**config.mk**
```make
export PLATFORM = sky130hd
export DESIGN_NAME = ps2_rx_scheduler
export DESIGN_NICKNAME = d
export VERILOG_FILES = /design/src/rtl/ps2_pkg.sv /design/src/rtl/ps2_byte_fifo.sv /design/src/rtl/ps2_rx_scheduler.sv
export SDC_FILE = /design/constraint.sdc
export NUM_CORES = 1
export LEC_CHECK = 0
export ABC_AREA = 1
export CAP_MARGIN = 10
export CORE_MARGIN = 2
export CORE_UTILIZATION = 39
export CTS_CLUSTER_DIAMETER = 60
export DETAILED_ROUTE_END_ITERATION = 6
export GPL_ROUTABILITY_DRIVEN = 0
export GPL_TIMING_DRIVEN = 0
export PLACE_DENSITY_LB_ADDON = 0.15
export SETUP_SLACK_MARGIN = 0.1
export SYNTH_ARGS = -nofsm -noshare
export SYNTH_HDL_FRONTEND = slang
export SYNTH_SLANG_ARGS = --single-unit
```
**constraint.sdc**
```tcl
create_clock -name i_clk -period 2.7 [get_ports i_clk]
set_input_delay 0.54 -clock i_clk [delete_from_list [all_inputs] [get_ports i_clk]]
set_output_delay 0.54 -clock i_clk [all_outputs]
set_load 0.01 [all_outputs]
```
**src/rtl/ps2_pkg.sv**
```systemverilog
// PS/2 receive path shared definitions: receiver states, frame geometry, default timing.
// Latency: n/a (types and constants only).
// Backpressure: n/a.
package ps2_pkg;

  // Device-to-host frame: start, 8 data bits (LSB first), odd parity, stop
  typedef enum logic [1:0] {
    RX_IDLE   = 2'd0,
    RX_DATA   = 2'd1,
    RX_PARITY = 2'd2,
    RX_STOP   = 2'd3
  } rx_state_t;

  localparam int PS2_FRAME_BITS = 11;
  localparam int PS2_DATA_BITS  = 8;

  // Defaults sized for a 10-16.7 kHz PS/2 clock against a tens-of-MHz system clock
  localparam int PS2_FIFO_DEPTH_DEF  = 8;
  localparam int PS2_FILTER_LEN_DEF  = 4;
  localparam int PS2_TIMEOUT_CYC_DEF = 10000;
  localparam int PS2_MIN_GAP_DEF     = 4;

  // Error counter increments stick at all-ones instead of wrapping
  function automatic logic [7:0] sat_inc8(input logic [7:0] v);
    return (v == 8'hFF) ? v : v + 8'd1;
  endfunction

endpackage

```
**src/rtl/ps2_byte_fifo.sv**
```systemverilog
// Single-clock byte FIFO with occupancy output and fall-through when empty.
// Latency: write visible at head the next cycle; when empty a same-cycle push is poppable at once.
// Backpressure: a push into a full FIFO is dropped (o_drop) unless a pop happens in the same cycle.
module ps2_byte_fifo #(
  parameter int DEPTH = 8
) (
  input  logic                   i_clk,
  input  logic                   i_rst_n,
  input  logic                   i_wr_vld,
  input  logic [7:0]             i_wr_dat,
  input  logic                   i_rd,
  output logic                   o_rd_vld,
  output logic [7:0]             o_head,
  output logic                   o_drop,
  output logic [$clog2(DEPTH):0] o_level
);

  localparam int AW = $clog2(DEPTH);
  localparam int LW = AW + 1;

  logic [7:0]    r_mem [DEPTH];
  logic [AW-1:0] r_wr_ptr;
  logic [AW-1:0] r_rd_ptr;
  logic [LW-1:0] r_level;

  logic w_empty;
  logic w_full;
  logic w_push;
  logic w_pop;

  assign w_empty  = (r_level == '0);
  assign w_full   = (r_level == LW'(DEPTH));
  // An empty FIFO can still hand out the byte arriving this cycle
  assign o_rd_vld = !w_empty || i_wr_vld;
  assign w_pop    = i_rd && o_rd_vld;
  // A pop frees the slot the push needs, so full is not a drop in that case
  assign w_push   = i_wr_vld && (!w_full || w_pop);
  assign o_drop   = i_wr_vld && !w_push;
  assign o_head   = w_empty ? i_wr_dat : r_mem[r_rd_ptr];
  assign o_level  = r_level;

  // Storage array; when full with a pop, the overwritten slot is the one being read out
  always_ff @(posedge i_clk) begin
    if (w_push) begin
      r_mem[r_wr_ptr] <= i_wr_dat;
    end
  end

  // Pointers wrap naturally; occupancy tracks push/pop and is the sole full/empty source
  always_ff @(posedge i_clk or negedge i_rst_n) begin
    if (!i_rst_n) begin
      r_wr_ptr <= '0;
      r_rd_ptr <= '0;
      r_level  <= '0;
    end else begin
      if (w_push) r_wr_ptr <= r_wr_ptr + AW'(1);
      if (w_pop)  r_rd_ptr <= r_rd_ptr + AW'(1);
      case ({w_push, w_pop})
        2'b10:   r_level <= r_level + LW'(1);
        2'b01:   r_level <= r_level - LW'(1);
        default: r_level <= r_level;
      endcase
    end
  end

endmodule

```
**src/rtl/ps2_rx_scheduler.sv**
```systemverilog
// PS/2 frame receiver, validator and paced byte issuer for the scancode decoder.
// Latency: stop-bit edge in cycle N gives rec_flag in N+1 when idle (edge itself lags the pin by sync+filter).
// Backpressure: none downstream; bytes queue in the FIFO, excess bytes are dropped and flagged sticky.
module ps2_rx_scheduler
  import ps2_pkg::*;
#(
  parameter int FIFO_DEPTH  = PS2_FIFO_DEPTH_DEF,
  parameter int FILTER_LEN  = PS2_FILTER_LEN_DEF,
  parameter int TIMEOUT_CYC = PS2_TIMEOUT_CYC_DEF,
  parameter int MIN_GAP     = PS2_MIN_GAP_DEF
) (
  input  logic                        i_clk,
  input  logic                        i_rst_n,
  input  logic                        i_ps2_clk,
  input  logic                        i_ps2_data,
  output logic [7:0]                  o_rec_data,
  output logic                        o_rec_flag,
  output logic [$clog2(FIFO_DEPTH):0] o_fifo_level,
  output logic                        o_overflow,
  input  logic                        i_ovf_clr,
  output logic [7:0]                  o_err_cnt
);

  localparam int LW = $clog2(FIFO_DEPTH) + 1;
  localparam int FW = (FILTER_LEN > 1) ? $clog2(FILTER_LEN) : 1;
  localparam int TW = $clog2(TIMEOUT_CYC + 1);
  localparam int GW = $clog2(MIN_GAP);

  // Conditioning
  logic [1:0]    r_clk_sync;
  logic [1:0]    r_dat_sync;
  logic [FW-1:0] r_filt_cnt;
  logic          r_filt_lvl;
  logic          r_filt_prev;
  logic          w_fall;
  logic          w_ps2_bit;

  // Receiver
  rx_state_t     r_state;
  logic [2:0]    r_bit_idx;
  logic [7:0]    r_shift;
  logic          r_parity;
  logic [TW-1:0] r_to_cnt;
  logic [7:0]    r_err_cnt;
  logic          w_frame_ok;
  logic          w_push;

  // FIFO and scheduler
  logic          w_rd_vld;
  logic [7:0]    w_head;
  logic          w_drop;
  logic [LW-1:0] w_level;
  logic          w_pop;
  logic [GW-1:0] r_gap;
  logic          r_rec_flag;
  logic [7:0]    r_rec_data;
  logic          r_overflow;

  // Two-flop synchronizers; idle bus level is high on both lines
  always_ff @(posedge i_clk or negedge i_rst_n) begin
    if (!i_rst_n) begin
      r_clk_sync <= 2'b11;
      r_dat_sync <= 2'b11;
    end else begin
      r_clk_sync <= {r_clk_sync[0], i_ps2_clk};
      r_dat_sync <= {r_dat_sync[0], i_ps2_data};
    end
  end

  // Glitch filter: a new ps2_clk level needs FILTER_LEN consecutive agreeing samples
  always_ff @(posedge i_clk or negedge i_rst_n) begin
    if (!i_rst_n) begin
      r_filt_cnt  <= '0;
      r_filt_lvl  <= 1'b1;
      r_filt_prev <= 1'b1;
    end else begin
      r_filt_prev <= r_filt_lvl;
      if (r_clk_sync[1] == r_filt_lvl) begin
        r_filt_cnt <= '0;
      end else if (r_filt_cnt == FW'(FILTER_LEN - 1)) begin
        r_filt_lvl <= r_clk_sync[1];
        r_filt_cnt <= '0;
      end else begin
        r_filt_cnt <= r_filt_cnt + FW'(1);
      end
    end
  end

  assign w_fall    = r_filt_prev && !r_filt_lvl;
  assign w_ps2_bit = r_dat_sync[1];

  // Stop bit high and odd parity over data+parity; push decided in the stop-edge cycle itself
  assign w_frame_ok = w_ps2_bit && (^{r_shift, r_parity});
  assign w_push     = w_fall && (r_state == RX_STOP) && w_frame_ok;

  // Receiver FSM with inter-edge watchdog and saturating reject counter
  always_ff @(posedge i_clk or negedge i_rst_n) begin
    if (!i_rst_n) begin
      r_state   <= RX_IDLE;
      r_bit_idx <= '0;
      r_shift   <= '0;
      r_parity  <= 1'b0;
      r_to_cnt  <= '0;
      r_err_cnt <= '0;
    end else if (w_fall) begin
      r_to_cnt <= '0;
      case (r_state)
        RX_IDLE: begin
          if (!w_ps2_bit) begin
            r_bit_idx <= '0;
            r_state   <= RX_DATA;
          end else begin
            r_err_cnt <= sat_inc8(r_err_cnt);
          end
        end
        RX_DATA: begin
          r_shift <= {w_ps2_bit, r_shift[7:1]};
          if (r_bit_idx == 3'(PS2_DATA_BITS - 1)) begin
            r_state <= RX_PARITY;
          end else begin
            r_bit_idx <= r_bit_idx + 3'd1;
          end
        end
        RX_PARITY: begin
          r_parity <= w_ps2_bit;
          r_state  <= RX_STOP;
        end
        RX_STOP: begin
          if (!w_frame_ok) r_err_cnt <= sat_inc8(r_err_cnt);
          r_state <= RX_IDLE;
        end
        default: r_state <= RX_IDLE;
      endcase
    end else if (r_state != RX_IDLE) begin
      if (r_to_cnt == TW'(TIMEOUT_CYC)) begin
        // Device went quiet mid-frame: drop the partial byte and resync on the next start bit
        r_state   <= RX_IDLE;
        r_shift   <= '0;
        r_to_cnt  <= '0;
        r_err_cnt <= sat_inc8(r_err_cnt);
      end else begin
        r_to_cnt <= r_to_cnt + TW'(1);
      end
    end
  end

  ps2_byte_fifo #(
    .DEPTH (FIFO_DEPTH)
  ) u_fifo (
    .i_clk    (i_clk),
    .i_rst_n  (i_rst_n),
    .i_wr_vld (w_push),
    .i_wr_dat (r_shift),
    .i_rd     (w_pop),
    .o_rd_vld (w_rd_vld),
    .o_head   (w_head),
    .o_drop   (w_drop),
    .o_level  (w_level)
  );

  // Issue a byte whenever one is available and the spacing window has closed
  assign w_pop = w_rd_vld && (r_gap == '0);

  // Delivery register and gap counter; gap reloads with each strobe so strobes sit MIN_GAP apart
  always_ff @(posedge i_clk or negedge i_rst_n) begin
    if (!i_rst_n) begin
      r_rec_flag <= 1'b0;
      r_rec_data <= '0;
      r_gap      <= '0;
    end else if (w_pop) begin
      r_rec_flag <= 1'b1;
      r_rec_data <= w_head;
      r_gap      <= GW'(MIN_GAP - 1);
    end else begin
      r_rec_flag <= 1'b0;
      if (r_gap != '0) r_gap <= r_gap - GW'(1);
    end
  end

  // Sticky drop flag; a drop in the same cycle as a clear keeps it set
  always_ff @(posedge i_clk or negedge i_rst_n) begin
    if (!i_rst_n) begin
      r_overflow <= 1'b0;
    end else if (w_drop) begin
      r_overflow <= 1'b1;
    end else if (i_ovf_clr) begin
      r_overflow <= 1'b0;
    end
  end

  assign o_rec_data   = r_rec_data;
  assign o_rec_flag   = r_rec_flag;
  assign o_fifo_level = w_level;
  assign o_overflow   = r_overflow;
  assign o_err_cnt    = r_err_cnt;

endmodule
```
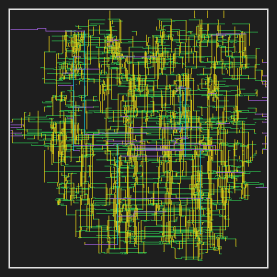
*Signal wires by layer*
(2 px per um)
| colour | layer | wire length |
|---|---|---|
| yellow | metal 2 | 6,390 um |
| green | metal 1 | 6,440 um |
| cyan | metal 4 | 247 um |
| purple | metal 3 | 614 um |
Tot GR Track Use: 0.175
WL per Instance: 15.6 um
via count: 4,507
final WL: 13,700 um

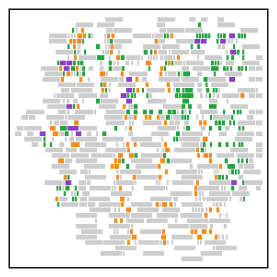
*Logic cells by family*
(2 px per um)
| colour | family | cells | most used |
|---|---|---|---|
| purple | XOR/XNOR gates | 19 | xor2_1 |
| orange | inverting AOI/OAI gates | 106 | o21ai_0 |
| green | NAND gates | 167 | nand2_1 |
final std cells w/o fill: 877
multi-input combinational area share: 0.314
Commonest Layout Cell: nand2_1

==> impl_metrics.ini <==
; implementation run metrics
[sta]
tns_ns = 0
fin_crit_sh = 0.986
final_hold_viol_count = 0
worst_pin_slew_ns = 0.853
rsz0062_at_grt = true
final_max_slew_viol_count = 0
clock.fmax_ghz = 0.376
clock_skew_ns = 0.00958
min_period_ns = 2.66
setup_viol = 0
hold_slack_ns = 0.221

[final_layout]
diodes = 0
regArea_um2 = 3590
drive_above_1_share = 0.202
lay_top_cells = nand2_1, o21ai_0, nor2_1
layout.nets = 697
design_area_um2 = 7500
largest_reg_flops = 64
combGateArea_um2 = 2350
biggestRegsByFlops = u_fifo.r_mem (64), r_to_cnt (14)

[worst_setup_path]
cp.arrival_ns = 2.96
path_max_fanout = 5
cp.buffers_inverters = 5
max_stage_delay_ns = 0.44
slowest_stage = dfrtp_2
start_kind = flip-flop
cp_top_family = simple AND/OR/NAND/NOR gates
path_cells = nand2_2, inv_2, nor2_4, nand2_2, nand3_2, nand2_1, nand2_1, nand2_2, nand2_4, nand2_4, nand2_4, buf_8, clkinvlp_4, ha_4, buf_6, xnor2_2, inv_2, nand3_2, o31ai_2, o211ai_1, xor2_1

[global_routing]
use_met1 = 0.230
grt.busiest_layer = met2
grt_first_pass_wirelength_um = 22100
grt_use_met2 = 0.272
met3_usage = 0.0491
grt-ovfl-total = 0
grt_max_degree = 67

[routing]
drtAntennaViolNets = 0
wl_met3_um = 613
dr_wl_met2_um = 6390
drc_errors = 0
viasPerCell = 5.14

[clock_network]
root_buffer = clkbuf_16
post_cts_buffers = 6
cts-buffers-inserted = 17
cts_hold_buf = 0
clk_pin_slew_ns = 0.06
htreeDepth = 4
ctsResizeCount = 24
clkSinkCount = 130

[placement]
hpwl_um = 9220
pre_cts_ws_ns = -0.404
post_dp_cell_area_um2 = 6540
io_buffers = 26

[synth]
yosys-stat-cells = 610
top_cells_by_area = edfxtp_1, dfrtp_1, nand2_1
ys_types = 39
syn_nets = 631
seq_area_frac_synth = 0.592
ys.flops = 130
synth_top_area_share = 0.318
synth.avg_cell_area_um2 = 9.91
top_area_cell = edfxtp_1
syn_inst = 610
synth_async_sr_flop_share = 0.508
top_cells_by_count = nand2_1, nor2_1, o21ai_0, edfxtp_1, dfrtp_1
syn_area_um2 = 6050
yosys_area_um2 = 6050

[floorplanning]
die_y_um = 129
coreArea_um2 = 15200
pin_count = 27
fp_util = 0.398
chipArea_um2 = 16500

[power_and_ir_drop]
pg_seq_uw = 2530
worst_ir_drop_vdd_v = 0.000540
power_top_consumer = sequential cells
comb-power_uw = 2470
p_sw_frac = 0.349
p_switching_uw = 2520
combinationalPowerShare = 0.341
power_leakage_uw = 0.00301
clock_power_uw = 2240
total_power_uw = 7230
clockPowerShare = 0.310
cell_internal_pwr_uw = 4710
p_seq_frac = 0.349

[job]
warning_count = 33
maxCapViolCount = 0

[outcome]
status = complete, no violations

[min_path]
hold_class = primary input to async pin
==> layout make-up <==
type / instances / share of cell area
Tap cell: 188 / 0.0314
Sequential cell: 130 / 0.479
Multi-Input combinational cell: 404 / 0.314
Inverter: 56 / 0.0289
Clock buffer: 17 / 0.0567
Clock inverter: 15 / 0.0197
Timing Repair Buffer: 47 / 0.0559
Buffer: 20 / 0.0147
==> path summary, 6_finish.rpt <==
| path | slack, ns | start | cells after the start | to |
|---|---|---|---|---|
| setup / recovery | 0.04 | r_shift[1]$_DFFE_PN0P_ | 21 | u_fifo.o_level[3]$_DFFE_PN0P_ |
| hold / removal | 0.22 | i_rst_n | 1 | u_fifo.r_rd_ptr[1]$_DFFE_PN0P_ |
| setup reg to reg | 0.04 | r_shift[1]$_DFFE_PN0P_ | 21 | u_fifo.o_level[3]$_DFFE_PN0P_ |
| hold reg to reg | 0.35 | r_dat_sync[0]$_DFF_PN1_ | 0 | r_dat_sync[1]$_DFF_PN1_ |
| max in group asynchronous | 1.86 | i_rst_n | 1 | r_shift[4]$_DFFE_PN0P_ |
| min in group i_clk | 0.35 | r_dat_sync[0]$_DFF_PN1_ | 0 | r_dat_sync[1]$_DFF_PN1_ |
==> per-stage QoR <==
step	util	cells
final	0.493	877
after global routing	0.493	877
after CTS	0.475	862
after floorplan	-	610
after detailed placement	0.430	824
after global placement	0.430	824
==> kinds of logic (layout without fill, tap and decap cells) <==
logic type               Yosys count  count (layout)  synth area share
AND/OR/NAND/NOR                  261             261             0.194
flip-flops                       130             130             0.592
buffers and inverters             76             155            0.0524
adder cells (fa/ha/maj)           16              16            0.0331
XOR/XNOR                          19              19            0.0275
AND-OR/OR-AND                    108             108             0.100
